File: src/rtl/page_table_walker_if.sv
// Memory read port used by the page-table walker to fetch PTEs.
// One outstanding request; the address stays stable until ready.
interface page_table_walker_if;
  logic        mem_req_o;
  logic [31:0] mem_addr_o;
  logic        mem_ready_i;
  logic [31:0] mem_data_i;

  modport master (
    output mem_req_o,
    output mem_addr_o,
    input  mem_ready_i,
    input  mem_data_i
  );

  modport slave (
    input  mem_req_o,
    input  mem_addr_o,
    output mem_ready_i,
    output mem_data_i
  );
endinterface

File: src/rtl/page_table_walker.sv
// TLB miss handler: fetches one PTE per miss, then refills the TLB
// or raises a page fault (bus error on memory timeout).
module page_table_walker #(
  parameter int OFFSET    = 12,
  parameter int PTE_SHIFT = 2,
  parameter int TIMEOUT   = 255
) (
  input  logic                clock,
  input  logic                reset,
  input  logic                tlb_miss_i,
  input  logic [31:0]         virtual_address_i,
  input  logic                privilege_i,
  input  logic [31:0]         ptbr_i,
  page_table_walker_if.master mem,
  output logic [31-OFFSET:0]  w_virtual_page_o,
  output logic [31-OFFSET:0]  w_phys_page_o,
  output logic                write_enable_o,
  output logic                stall_o,
  output logic                page_fault_o,
  output logic                bus_error_o,
  output logic [31:0]         fault_vaddr_o,
  input  logic                fault_ack_i
);

  localparam int VW = 32 - OFFSET;
  localparam int CW = $clog2(TIMEOUT + 1);

  typedef enum logic [2:0] {
    IDLE,
    REQ,
    WAIT,
    FILL,
    SETTLE,
    FAULT
  } state_e;

  state_e          state_q;
  logic [CW-1:0]   cnt_q;
  logic [31:0]     vaddr_q;
  logic [VW-1:0]   vpn_q;
  logic [31:0]     addr_q;
  logic            req_q;
  logic            stall_q;
  logic            we_q;
  logic            pf_q;
  logic            be_q;
  logic [31:0]     fva_q;
  logic [VW-1:0]   wvp_q;
  logic [VW-1:0]   wpp_q;

  logic            start;
  logic [31:0]     vpn_ext;
  logic            unused_pte_bits;

  assign start   = tlb_miss_i & ~privilege_i;
  assign vpn_ext = {{OFFSET{1'b0}}, virtual_address_i[31:OFFSET]};
  assign unused_pte_bits = ^mem.mem_data_i[OFFSET-1:1];

  always_ff @(posedge clock or posedge reset) begin
    if (reset) begin
      state_q <= IDLE;
      cnt_q   <= '0;
      vaddr_q <= '0;
      vpn_q   <= '0;
      addr_q  <= '0;
      req_q   <= 1'b0;
      stall_q <= 1'b0;
      we_q    <= 1'b0;
      pf_q    <= 1'b0;
      be_q    <= 1'b0;
      fva_q   <= '0;
      wvp_q   <= '0;
      wpp_q   <= '0;
    end else begin
      we_q <= 1'b0;
      unique case (state_q)
        IDLE: begin
          if (start) begin
            vaddr_q <= virtual_address_i;
            vpn_q   <= virtual_address_i[31:OFFSET];
            addr_q  <= ptbr_i + (vpn_ext << PTE_SHIFT);
            cnt_q   <= '0;
            req_q   <= 1'b1;
            stall_q <= 1'b1;
            state_q <= REQ;
          end
        end
        REQ: begin
          state_q <= WAIT;
        end
        WAIT: begin
          cnt_q <= cnt_q + 1'b1;
          // ready takes priority over a coincident timeout
          if (mem.mem_ready_i) begin
            req_q <= 1'b0;
            if (mem.mem_data_i[0]) begin
              wvp_q   <= vpn_q;
              wpp_q   <= mem.mem_data_i[31:OFFSET];
              we_q    <= 1'b1;
              state_q <= FILL;
            end else begin
              pf_q    <= 1'b1;
              be_q    <= 1'b0;
              fva_q   <= vaddr_q;
              stall_q <= 1'b0;
              state_q <= FAULT;
            end
          end else if (cnt_q == CW'(TIMEOUT - 1)) begin
            req_q   <= 1'b0;
            pf_q    <= 1'b1;
            be_q    <= 1'b1;
            fva_q   <= vaddr_q;
            stall_q <= 1'b0;
            state_q <= FAULT;
          end
        end
        FILL: begin
          state_q <= SETTLE;
        end
        SETTLE: begin
          // refilled entry is visible to the TLB only from now on
          stall_q <= 1'b0;
          state_q <= IDLE;
        end
        FAULT: begin
          if (fault_ack_i) begin
            pf_q    <= 1'b0;
            be_q    <= 1'b0;
            state_q <= IDLE;
          end
        end
        default: begin
          state_q <= IDLE;
        end
      endcase
    end
  end

  // Hold the missing instruction in the very cycle the miss is seen
  assign stall_o = stall_q
                 | ((state_q == IDLE) & start & ~reset);

  assign mem.mem_req_o  = req_q;
  assign mem.mem_addr_o = addr_q;
  assign write_enable_o   = we_q;
  assign page_fault_o     = pf_q;
  assign bus_error_o      = be_q;
  assign fault_vaddr_o    = fva_q;
  assign w_virtual_page_o = wvp_q;
  assign w_phys_page_o    = wpp_q;

endmodule

File: src/flat_wrapper.sv
// flat-port wrapper written by rule: the top's interface ports become plain ports
module page_table_walker_flat 
#(
  parameter int OFFSET    = 12,
  parameter int PTE_SHIFT = 2,
  parameter int TIMEOUT   = 255
)
  (clock, reset, tlb_miss_i, virtual_address_i, privilege_i, ptbr_i, w_virtual_page_o, w_phys_page_o, write_enable_o, stall_o, page_fault_o, bus_error_o, fault_vaddr_o, fault_ack_i, mem_mem_req_o, mem_mem_addr_o, mem_mem_ready_i, mem_mem_data_i);
  page_table_walker_if mem_i ();
  input  logic clock;
  input  logic reset;
  input  logic tlb_miss_i;
  input  logic [31:0] virtual_address_i;
  input  logic privilege_i;
  input  logic [31:0] ptbr_i;
  output logic [31-OFFSET:0] w_virtual_page_o;
  output logic [31-OFFSET:0] w_phys_page_o;
  output logic write_enable_o;
  output logic stall_o;
  output logic page_fault_o;
  output logic bus_error_o;
  output logic [31:0] fault_vaddr_o;
  input  logic fault_ack_i;
  output wire logic [$bits(mem_i.mem_req_o)-1:0] mem_mem_req_o;
  output wire logic [$bits(mem_i.mem_addr_o)-1:0] mem_mem_addr_o;
  input wire logic [$bits(mem_i.mem_ready_i)-1:0] mem_mem_ready_i;
  input wire logic [$bits(mem_i.mem_data_i)-1:0] mem_mem_data_i;
  assign mem_mem_req_o = mem_i.mem_req_o;
  assign mem_mem_addr_o = mem_i.mem_addr_o;
  assign mem_i.mem_ready_i = mem_mem_ready_i;
  assign mem_i.mem_data_i = mem_mem_data_i;
  page_table_walker #(.OFFSET(OFFSET), .PTE_SHIFT(PTE_SHIFT), .TIMEOUT(TIMEOUT)) u_core (.clock(clock), .reset(reset), .tlb_miss_i(tlb_miss_i), .virtual_address_i(virtual_address_i), .privilege_i(privilege_i), .ptbr_i(ptbr_i), .mem(mem_i), .w_virtual_page_o(w_virtual_page_o), .w_phys_page_o(w_phys_page_o), .write_enable_o(write_enable_o), .stall_o(stall_o), .page_fault_o(page_fault_o), .bus_error_o(bus_error_o), .fault_vaddr_o(fault_vaddr_o), .fault_ack_i(fault_ack_i));
endmodule
File: config.mk
export PLATFORM = sky130hd
export DESIGN_NAME = page_table_walker_flat
export DESIGN_NICKNAME = d
export VERILOG_FILES = /design/src/rtl/page_table_walker_if.sv /design/src/rtl/page_table_walker.sv /design/src/flat_wrapper.sv
export SDC_FILE = /design/constraint.sdc
export NUM_CORES = 1
export LEC_CHECK = 0
export ABC_AREA = 1
export CAP_MARGIN = 5
export CORE_ASPECT_RATIO = 0.9
export CORE_MARGIN = 1.5
export CORE_UTILIZATION = 54
export CTS_BUF_LIST = sky130_fd_sc_hd__clkbuf_2 sky130_fd_sc_hd__clkbuf_4 sky130_fd_sc_hd__clkbuf_8
export CTS_CLUSTER_DIAMETER = 120
export DETAILED_ROUTE_END_ITERATION = 10
export PLACE_DENSITY_LB_ADDON = 0.3
export SLEW_MARGIN = 40
export SYNTH_ARGS = -nofsm -noshare
export SYNTH_HDL_FRONTEND = slang
export SYNTH_SLANG_ARGS = --single-unit
File: constraint.sdc
create_clock -name clock -period 10.35 [get_ports clock]
set_clock_uncertainty 0.15 [all_clocks]
set_input_delay 2.07 -clock clock [delete_from_list [all_inputs] [get_ports clock]]
set_output_delay 2.07 -clock clock [all_outputs]
set_load 0.005 [all_outputs]
Fig. 1: run 1, M1 wires
The bar under the picture is 50 um long.
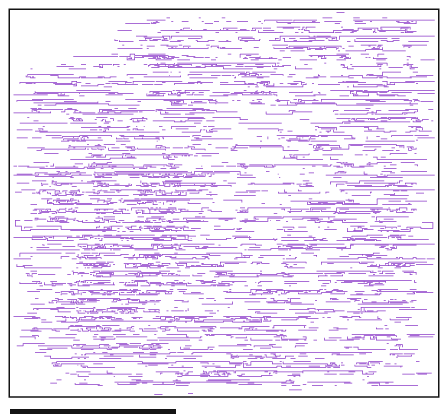
nets with wire on the layer: 1168
wire length on this layer: 8960 um
longest straight run: 53.8 um

Fig. 2: run 1, the metal 2 layer
The bar under the picture is 50 um long.
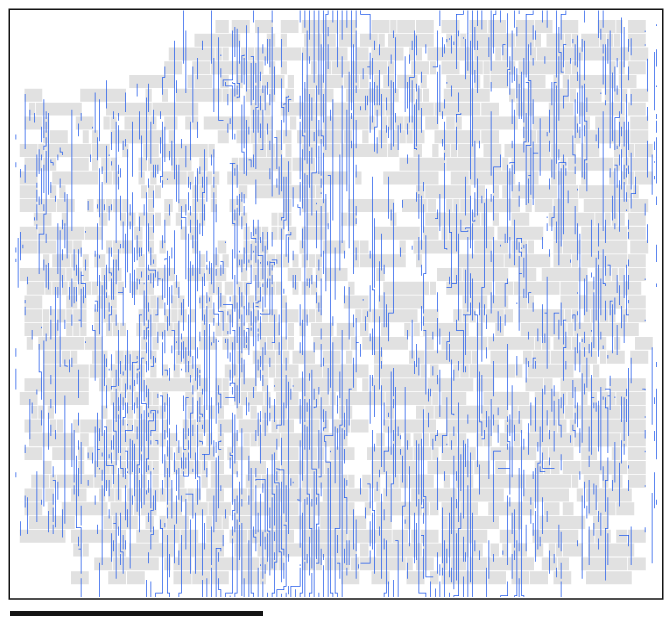
wire length on this layer: 9040 um
longest straight run: 45.2 um
share of all routed wire: 46%
nets with wire on the layer: 1068
main direction: vertical
DRT Wirelength: 19.8 mm
met2 usage: 42.8%

==> out/metrics.yaml, run 1 <==
status: "completed"
nMultiInputCombCells: 672
io_pins: 211
powerComb_mw: 1.02
common_cells: "nand2_1 (371), dfrtp_1 (152), inv_1 (120)"
cp-startpoint: "tlb_miss_i"
cts_tree: "yes"
cts.path.max_buffers: 2
warning_count: 38
crit_fanout: 52
grt_pass1_vias: 6430
first_iter_violations: 544
port_buffers: 199
worstPathCellList: "clkdlybuf4s50_1, inv_1, nor2_1, nand3_4, o21bai_1, clkdlybuf4s50_1"
edf_count: 0
synth_top_cell_by_area: "dfrtp_1"
n_all_buffers: 203
diodes: 1
hold_end: "u_core.page_fault_o$_DFFE_PP0P_"
power.density_nw_per_um2: 244
ant_nets: 0
netlist_logic_family_top: "simple AND/OR/NAND/NOR gates"
required_ps: 8130
path_depth: 6
area_growth_syn_to_layout_pct: 33.4
p_comb_share_pct: 40.9
intPower_mw: 1.66
syn_inst: 980
clock_buffers: 19
fin_crit_sh_pct: 60.6
seq_cell_count: 152
fin_setup_tns_ps: 0
timing.hold.ws_ps: 325
die_h_um: 116
nWellTaps: 193
layout.nets: 1298
first_pass_iters: 5
holdBufCountCts: 0
cts_root_buf: "clkbuf_8"
coreArea_um2: 14000
final_layout_size_suffix_gt1_share_pct: 6.24
yosysChipArea_um2: 7680
ff2ff_setup_slack_ps: 7520
yosys.area_share.simple_pct: 26.9
fmax_mhz: 159
largest_class: "flip-flops and latches"
comb_area_um2: 3240
min_period_ps: 6270
Fig. 3: run 1, signal wires on met3
The bar under the picture is 50 um long.
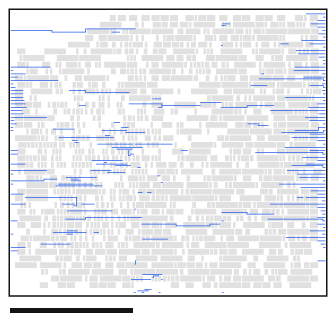
share of all routed wire: 6.6%
wire length on this layer: 1300 um
total number of vias: 6990
GR Layer Usage met3: 5.91%

## run 1: through the flow
stage	setup slack [ps]	utilization [%]	std cells	total power, mW	instance area [um^2]
5_1_grt	3850	73.4	1380	2.68	10200
6_report	4080	73.4	1380	2.50	10200
4_1_cts	4050	73.2	1378	2.51	10200
3_5_place_dp	4050	70.1	1346	2.03	9790
3_3_place_gp	3670	70.0	1346	1.99	9770
2_1_floorplan	4040	-	980	1.46	7680
## run 1: per-layer routing
layer	wire [um]	vias to the layer above	track usage (%)
met2	9040	244	42.8
met5	0	-	0
met3	1300	25	5.91
met4	462	0	9.89
met1	8960	3255	37.1
li1	-	3466	-
## run 1: worst min-delay path: stages, from the launching register on
cell     delay, ps
dfrtp_1        350
nand2_1         50
nand2_1         40
Fig. 4: run 1, the metal 4 layer
The bar under the picture is 50 um long.
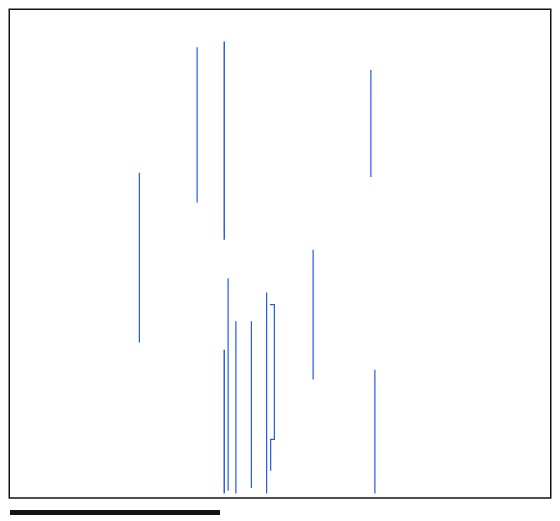

==> run 2: changes to the inputs <==
--- a/config.mk
+++ b/config.mk
@@ -9,7 +9,7 @@
 export CAP_MARGIN = 5
 export CORE_ASPECT_RATIO = 0.9
 export CORE_MARGIN = 1.5
-export CORE_UTILIZATION = 54
+export CORE_UTILIZATION = 45
 export CTS_BUF_LIST = sky130_fd_sc_hd__clkbuf_2 sky130_fd_sc_hd__clkbuf_4 sky130_fd_sc_hd__clkbuf_8
 export CTS_CLUSTER_DIAMETER = 120
 export DETAILED_ROUTE_END_ITERATION = 10
==> constraint.sdc (replaced) <==
create_clock -name clock -period 5.1 [get_ports clock]
set_clock_uncertainty 0.15 [all_clocks]
set_input_delay 1.02 -clock clock [delete_from_list [all_inputs] [get_ports clock]]
set_output_delay 1.02 -clock clock [all_outputs]
set_load 0.005 [all_outputs]
Fig. 5: run 2, the metal 4 layer
The bar under the picture is 50 um long.
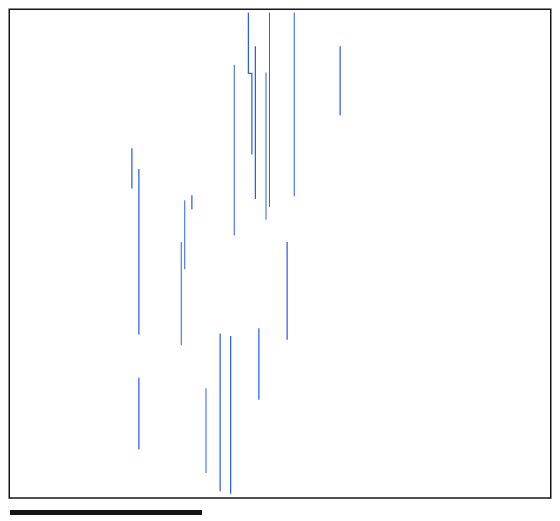
wire length on this layer: 541 um
share of all routed wire: 2.8%
nets with wire on the layer: 15
DRT Wirelength: 19.7 mm
total number of vias: 6820

Fig. 6: run 2, M1 wires
The bar under the picture is 50 um long.
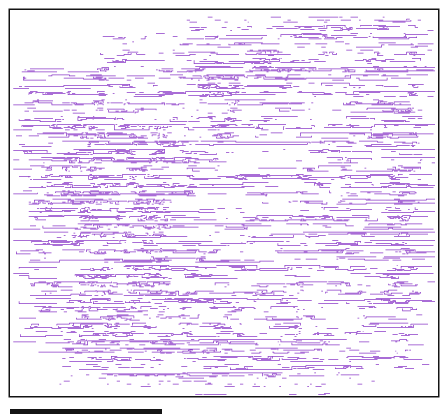
nets with wire on the layer: 1162
longest straight run: 60.3 um
share of all routed wire: 46%
wire length on this layer: 9100 um

Fig. 7: run 2, routing congestion map
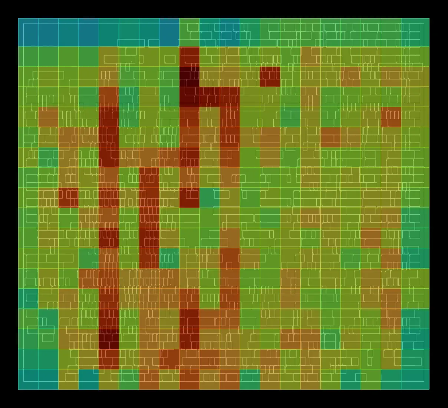
GRT Util Overall: 23.3%
met1 usage: 31.1%

==> out/metrics.yaml, run 2 <==
intPower_mw: 3.37
dp_cells: 1367
dp_slack_ps: 1480
fin_crit_sh_pct: 70.5
ff2ff_setup_slack_ps: 2600
fmax_mhz: 278
netlist_logic_family_top: "simple AND/OR/NAND/NOR gates"
coreArea_um2: 16800
diodes: 0
fin_ws_ps: 1500
p_comb_share_pct: 40.6
final_cell_area_um2: 10300
largest_class: "flip-flops and latches"
cts.path.max_buffers: 2
status: "completed"
holdBufCountCts: 0
first_pass_iters: 5
comb_area_um2: 3230
final_core_util_pct: 61.2
warning_count: 38
syn_inst: 980
common_cells: "nand2_1 (371), dfrtp_1 (152), inv_1 (120)"
nWellTaps: 211
timing.hold.ws_ps: 325
final_cells: 1398
clock_buffers: 20
seq_cell_count: 152
cts_root_buf: "clkbuf_8"
grt_pass1_vias: 6657
first_iter_violations: 429
port_buffers: 199
nMultiInputCombCells: 672
power.density_nw_per_um2: 494
[run 2: cell counts after synthesis]
No cell type changed its count.
[run 2: how the worst max path moves through the flow]
stage / startpoint / to / slack, ps
floorplan: reset / u_core.bus_error_o$_DFFE_PP0P_ / 2010
global placement: tlb_miss_i / stall_o / 1550
detailed placement: tlb_miss_i / stall_o / 1480
CTS: tlb_miss_i / stall_o / 1490
global route: tlb_miss_i / stall_o / 1400
finish: tlb_miss_i / stall_o / 1500
[run 2: per-layer routing]
layer,routed length (um),track usage (%),vias to the layer above
met3,1140,5.25,38
li1,-,-,3470
met2,8880,37.1,208
met5,0,0,-
met1,9100,31.1,3104
met4,540,8.76,0
Fig. 8: run 2, signal wires on met3
The bar under the picture is 50 um long.
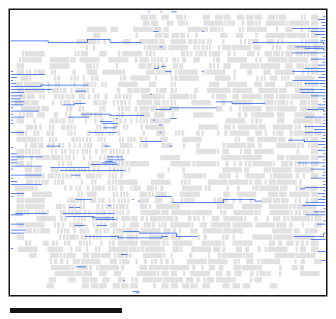

==> run 3: changes to the inputs <==
==> constraint.sdc (replaced) <==
create_clock -name clock -period 3.3 [get_ports clock]
set_clock_uncertainty 0.15 [all_clocks]
set_input_delay 0.66 -clock clock [delete_from_list [all_inputs] [get_ports clock]]
set_output_delay 0.66 -clock clock [all_outputs]
set_load 0.005 [all_outputs]
Fig. 9: run 3, signal wires on met3
The bar under the picture is 50 um long.
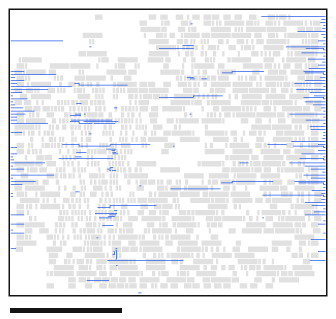
share of all routed wire: 5.7%
wire length on this layer: 1130 um
main direction: horizontal
total number of vias: 6864
GR Layer Usage met3: 5.25%
DRT Wirelength: 19.8 mm

Fig. 10: run 3, the metal 2 layer
The bar under the picture is 50 um long.
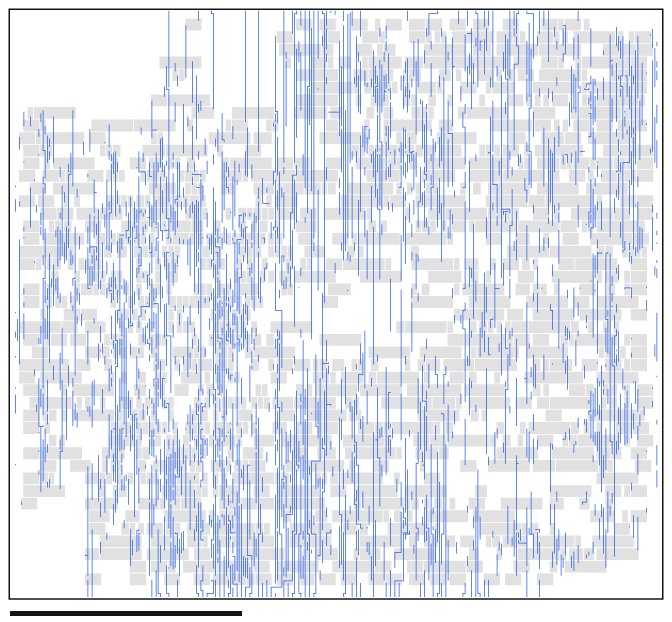
main direction: vertical
longest straight run: 62.4 um
nets with wire on the layer: 1027

==> out/metrics.yaml, run 3 <==
final_cell_area_um2: 10300
timing.hold.ws_ps: 327
intPower_mw: 4.99
fin_setup_tns_ps: 0
port_buffers: 199
fin_crit_sh_pct: 86.6
final_layout_size_suffix_gt1_share_pct: 6.87
layout.nets: 1306
worstPathCellList: "clkdlybuf4s50_1, inv_1, nor2_1, nand3_2, o21bai_1, clkdlybuf4s50_1"
status: "completed"
edf_count: 0
grt_pass1_vias: 6596
fin_ws_ps: 444
seq_cell_count: 152
yosysChipArea_um2: 7680
coreArea_um2: 16800
yosys.area_share.simple_pct: 26.9
netlist_logic_family_top: "simple AND/OR/NAND/NOR gates"
grt_busiest_layer: "met2"
first_pass_iters: 5
dp_cells: 1372
dr_wl_met3_mm: 1.13
cts_root_buf: "clkbuf_8"
total_power_mw: 7.69
warning_count: 38
nMultiInputCombCells: 672
area_growth_syn_to_layout_pct: 34.3
cts.path.max_buffers: 2
holdBufCountCts: 0
Fig. 11: run 3, M1 wires
The bar under the picture is 50 um long.
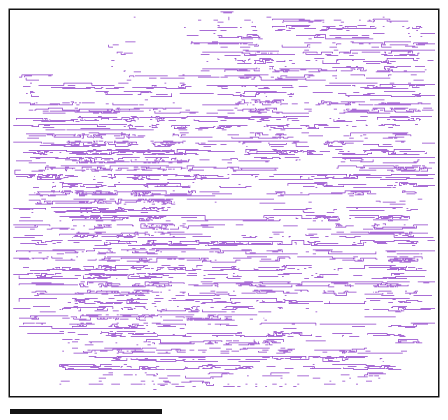
share of all routed wire: 46%
nets with wire on the layer: 1169
wire length on this layer: 9100 um
met1 usage: 30.4%

run 3: final timing paths:
check,startpoint,to,slack (ps),cells past startpoint
max reg2reg,u_core.cnt_q[0]$_DFFE_PP0P_,u_core.fault_vaddr_o[26]$_DFFE_PP0P_,1240,10
min in group asynchronous,reset,u_core.cnt_q[0]$_DFFE_PP0P_,420,2
min,u_core.page_fault_o$_DFFE_PP0P_,u_core.page_fault_o$_DFFE_PP0P_,330,2
max,tlb_miss_i,stall_o,440,6
max in group asynchronous,reset,u_core.w_virtual_page_o[17]$_DFFE_PP0P_,1850,4
min reg2reg,u_core.page_fault_o$_DFFE_PP0P_,u_core.page_fault_o$_DFFE_PP0P_,330,2
run 3: critical path: cells and delay by family:
family	cells	cell delay (ps)
AND-OR/OR-AND	1	140
buffers and inverters	3	1000
AND/OR/NAND/NOR	2	250
Power figures rest on the tool's default switching activity, not on a simulated workload.
